Fig. 1: signal wires on met3
Bar = 20 um.
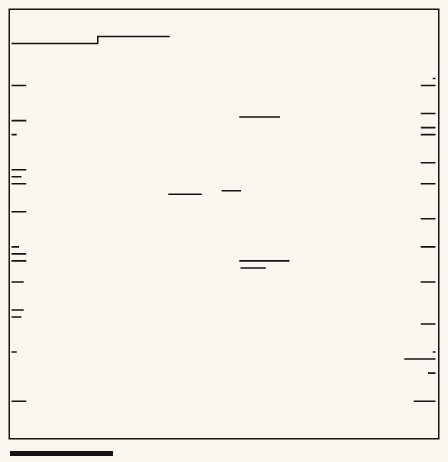
Fig. 2: cell placement
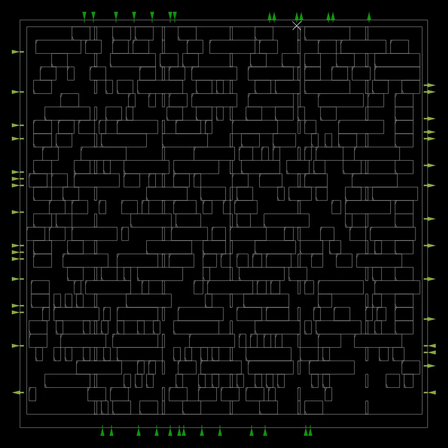
Fig. 3: metal layers overlaid
Bar = 20 um.
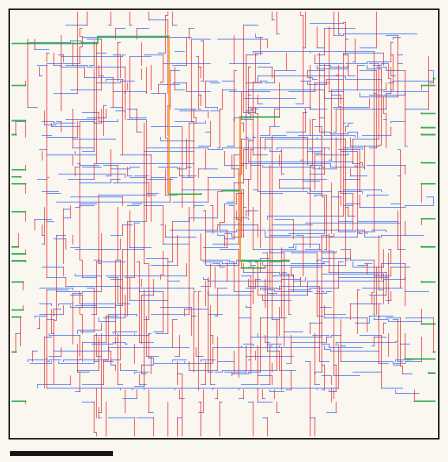
Fig. 4: cells by drive strength
Bar = 20 um.
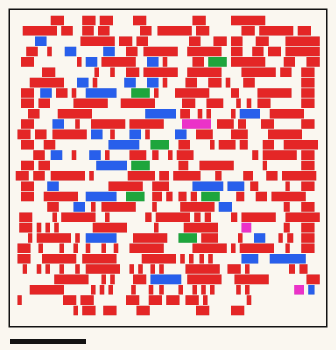
`src/rtl/serial_adder.sv`:
```
// Serial adder/subtractor: WIDTH-bit a +/- b, CHUNK bits per cycle, carry rippled through a register.
// Latency WIDTH/CHUNK cycles accept->out_valid; result held while out_ready=0, no new accept until consumed.
// Optional signed overflow output enabled by macro SERIAL_ADDER_OVF_EN (ovf tied 0 otherwise).
module serial_adder #(
    parameter int WIDTH = 16,
    parameter int CHUNK = 4
) (
    input  logic             clk,
    input  logic             rst_n,
    input  logic             in_valid,
    output logic             in_ready,
    input  logic [WIDTH-1:0] a,
    input  logic [WIDTH-1:0] b,
    input  logic             cin,
    input  logic             sub,
    output logic             out_valid,
    input  logic             out_ready,
    output logic [WIDTH-1:0] sum,
    output logic             cout,
    output logic             ovf
);

    localparam int N  = WIDTH / CHUNK;
    localparam int CW = (N > 1) ? $clog2(N) : 1;

    generate
        if (WIDTH < 1 || CHUNK < 1 || CHUNK > WIDTH || (WIDTH % CHUNK) != 0) begin : g_bad_cfg
            $error("serial_adder: illegal WIDTH/CHUNK combination");
        end
    endgenerate

    typedef enum logic [1:0] {
        IDLE = 2'd0,
        RUN  = 2'd1,
        DONE = 2'd2
    } state_t;

    state_t           state_q;
    logic [CW-1:0]    cnt_q;
    logic             carry_q;
    logic [WIDTH-1:0] a_q;
    logic [WIDTH-1:0] b_q;
    logic [WIDTH-1:0] sum_q;
    logic [WIDTH-1:0] sum_d;
    logic             cout_q;
    logic             out_valid_q;
    logic             in_ready_q;

    logic [CHUNK-1:0] a_chunk;
    logic [CHUNK-1:0] b_chunk;
    logic [CHUNK:0]   chunk_sum;
    logic             last_chunk;

    always_comb begin
        a_chunk    = a_q[cnt_q*CHUNK +: CHUNK];
        b_chunk    = b_q[cnt_q*CHUNK +: CHUNK];
        chunk_sum  = {1'b0, a_chunk} + {1'b0, b_chunk} + {{CHUNK{1'b0}}, carry_q};
        last_chunk = (cnt_q == CW'(N - 1));
        sum_d      = sum_q;
        sum_d[cnt_q*CHUNK +: CHUNK] = chunk_sum[CHUNK-1:0];
    end

    always_ff @(posedge clk or negedge rst_n) begin
        if (!rst_n) begin
            state_q     <= IDLE;
            cnt_q       <= '0;
            carry_q     <= 1'b0;
            a_q         <= '0;
            b_q         <= '0;
            sum_q       <= '0;
            cout_q      <= 1'b0;
            out_valid_q <= 1'b0;
            in_ready_q  <= 1'b1;
        end else begin
            case (state_q)
                IDLE: begin
                    if (in_valid) begin
                        a_q        <= a;
                        b_q        <= sub ? ~b : b;
                        // subtract is a + ~b + 1, so cin is replaced by the +1
                        carry_q    <= sub | cin;
                        cnt_q      <= '0;
                        in_ready_q <= 1'b0;
                        state_q    <= RUN;
                    end
                end
                RUN: begin
                    sum_q   <= sum_d;
                    carry_q <= chunk_sum[CHUNK];
                    cnt_q   <= cnt_q + CW'(1);
                    if (last_chunk) begin
                        cout_q      <= chunk_sum[CHUNK];
                        out_valid_q <= 1'b1;
                        state_q     <= DONE;
                    end
                end
                DONE: begin
                    if (out_ready) begin
                        out_valid_q <= 1'b0;
                        in_ready_q  <= 1'b1;
                        state_q     <= IDLE;
                    end
                end
                default: begin
                    state_q     <= IDLE;
                    out_valid_q <= 1'b0;
                    in_ready_q  <= 1'b1;
                end
            endcase
        end
    end

    assign in_ready  = in_ready_q;
    assign out_valid = out_valid_q;
    assign sum       = sum_q;
    assign cout      = cout_q;

`ifdef SERIAL_ADDER_OVF_EN
    logic a_msb_q;
    logic b_msb_q;
    logic ovf_q;

    always_ff @(posedge clk or negedge rst_n) begin
        if (!rst_n) begin
            a_msb_q <= 1'b0;
            b_msb_q <= 1'b0;
            ovf_q   <= 1'b0;
        end else if (state_q == IDLE && in_valid) begin
            a_msb_q <= a[WIDTH-1];
            b_msb_q <= sub ? ~b[WIDTH-1] : b[WIDTH-1];
            ovf_q   <= 1'b0;
        end else if (state_q == RUN && last_chunk) begin
            ovf_q <= (a_msb_q == b_msb_q) && (sum_d[WIDTH-1] != a_msb_q);
        end
    end

    assign ovf = ovf_q;
`else
    assign ovf = 1'b0;
`endif

endmodule
```
`config.mk`:
```
export PLATFORM = sky130hd
export DESIGN_NAME = serial_adder
export DESIGN_NICKNAME = d
export VERILOG_FILES = /design/src/rtl/serial_adder.sv
export SDC_FILE = /design/constraint.sdc
export NUM_CORES = 1
export LEC_CHECK = 0
export CAP_MARGIN = 20
export CELL_PAD_IN_SITES_DETAIL_PLACEMENT = 1
export CELL_PAD_IN_SITES_GLOBAL_PLACEMENT = 1
export CORE_UTILIZATION = 43
export CTS_CLUSTER_SIZE = 8
export DETAILED_ROUTE_END_ITERATION = 10
export PLACE_DENSITY_LB_ADDON = 0.1
export SLEW_MARGIN = 20
export SYNTH_ARGS = -nofsm -noshare
export SYNTH_HDL_FRONTEND = slang
export SYNTH_SLANG_ARGS = --single-unit
export TNS_END_PERCENT = 5
```
`constraint.sdc`:
```
create_clock -name clk -period 7.3 [get_ports clk]
set_clock_uncertainty 0.2 [all_clocks]
set_input_delay 0.73 -clock clk [delete_from_list [all_inputs] [get_ports clk]]
set_output_delay 0.73 -clock clk [all_outputs]
set_load 0.02 [all_outputs]
```
==> flow_metrics.py <==
# Generated from Yosys and OpenROAD reports
metrics = {
    "placement": {
        "finalWeightedCongestion": 0.821,
        "port-buffer-count": 56,
    },
    "layout": {
        "final_layout_size_suffix_gt1_share_pct": 14.1,
    },
    "floorplanning": {
        "design.die.area_mm2": 0.00689,
        "top_level_ports": 58,
        "std_cell_rows": 29,
    },
    "synthesis": {
        "synthesis.nets": 297,
        "flop_cell": "dfrtp_1",
        "synth.distinct_cells": 41,
        "synth.avg_cell_area_um2": 11.4,
        "top_area_cell": "dfrtp_1",
        "yosys.cell_count.top_type": "nand2_1",
        "yosysCellCount": 248,
    },
    "global_route": {
        "grt_pass1_vias": 2089,
        "grt_start_max_net_pins": 57,
    },
    "job": {
        "warning_count": 31,
    },
    "pwr": {
        "p_sw_w": 0.000658,
        "power.ir.vdd_worst_uv": 213,
        "seqPwrFrac_pct": 36.5,
        "share_clk_of_total_power_pct": 11.7,
    },
    "clock_network": {
        "cts_tree": "built",
        "insertion_delay_ps": 310,
        "post_cts_resized": 0,
        "cts_setup_buffers": 0,
        "clock_tree.buffer_depth": 2,
        "numCtsBuffers": 5,
        "numClockSinks": 56,
        "cts.clk_slew.worst_paths_ps": 100,
    },
    "outcome": {
        "failing_checks": "DRC",
        "run_status": "finished, violations left",
    },
    "worst_hold_path": {
        "min-delay-path-class": "reg2reg",
    },
    "sta": {
        "timing_worst_slew_pin_value_ps": 927,
        "finalCritPeriodShare_pct": 45.3,
        "timing.slew.headroom_pct": 37.9,
    },
    "detailed_routing": {
        "remaining_drc_errors": 2,
        "postRouteAntennaNets": 0,
    },
}
## Picture notes: Fig. 1
wire length on this layer	130 um
main direction	horizontal
share of all routed wire	2.3%
nets with wire on the layer	33

## Picture notes: Fig. 2
proportion of cell area occupied by registers: 40.6%
core region area: 0.00635 mm2
number of sequential storage elements: 56

## Picture notes: Fig. 3
layer	colour	wire length
M1	blue	2590 um
M3	green	130 um
M4	orange	58.5 um
M2	red	2940 um

## Picture notes: Fig. 4
size	colour	cells
x1 and smaller	red	256
x6 and larger	green	7
x3 and x4	magenta	3
x2	blue	32

flip-flops by register name (all words and copies together), names as in the netlist:
| name | cells |
|---|---|
| a_q | 16 |
| b_q | 16 |
| sum | 16 |
| cnt_q | 2 |
| state_q | 2 |
| carry_q | 1 |
| cout | 1 |
| in_ready | 1 |
| out_valid | 1 |
layout make-up:
type / instances / area [um2]
well taps: 77 / 96.3
multi-input cells: 174 / 1280
flip-flops and latches: 56 / 1400
repair buffers: 58 / 571
fillers: 702 / 2890
inverters: 3 / 11.3
clock buffers: 7 / 96.3
path summary, 6_finish.rpt:
path / from / endpoint / slack, ps / depth (start not counted)
worst max-delay path: cnt_q[0] / sum[2] / 3990 / 6
worst max register to register: cnt_q[0] / sum[2] / 3990 / 6
min in group asynchronous: rst_n / a_q[5] / 350 / 2
max in group asynchronous: rst_n / b_q[10] / 6080 / 2
worst min-delay path: a_q[6] / a_q[6] / 280 / 2
worst min register to register: a_q[6] / a_q[6] / 280 / 2
logic make-up after synthesis:
group / share of synthesized area, %
muxes: 6.39
xor gates and xnor gates: 5.28
AOI/OAI and AO/OA: 13.2
other: 0.133
and+or+nand+nor: 15.0
DFF: 49.7
buffers and inverters: 4.88
adders and majority gates: 5.41
power groups by stage:
| stage | sequential, W | clock (W) | combinational [W] |
|---|---|---|---|
| after floorplan | 0.000564 | 0 | 0.000576 |
| after global placement | 0.000572 | 0 | 0.000793 |
| after detailed placement | 0.000579 | 0 | 0.000817 |
| after CTS | 0.000573 | 0.000185 | 0.000821 |
| after global routing | 0.000596 | 0.000197 | 0.000891 |
| final | 0.000569 | 0.000182 | 0.000806 |
metal layers:
metal	track usage (%)	wire, um	up-vias
met3	3.28	129	5
li1	-	-	951
met2	30.8	2940	36
met5	0	0	-
met4	5.49	58	0
met1	24.5	2590	999
through the flow:
step | power [W] | cells | util (%) | hold slack [ps] | setup WS (ps)
detailed placement | 0.00140 | 368 | 52.9 | 262 | 3940
finish | 0.00156 | 375 | 54.4 | 281 | 3990
global placement | 0.00136 | 368 | 52.9 | 255 | 4040
floorplan | 0.00114 | 248 | - | 234 | 4430
global route | 0.00168 | 375 | 54.4 | 315 | 3760
CTS | 0.00158 | 375 | 54.4 | 285 | 3920
worst max-delay path, cell delays in order, from the launching register on:
cell and delay, ps:
dfrtp_1 910, mux4_2 620, fa_1 460, fa_1 420, xor2_1 340, nand4_1 130, o21ai_0 150
cell usage in the layout, fill, tap and decap left out, types with 2 or more instances in the layout:
cell type         n
buf_4             2
a32o_1            4
o21ai_0           5
clkdlybuf4s50_1  55
a21oi_1           4
inv_1             3
nand2_1          70
nor2_1            3
clkbuf_8          7
fa_1              2
a22o_1           12
nand2b_1          2
or3b_2            2
dfrtp_1          55
mux4_2            8
o21ai_2          16
xnor2_1          16
ha_1              9
and3_1            2
nand3_1           2
Power and IR drop assume default switching activity.
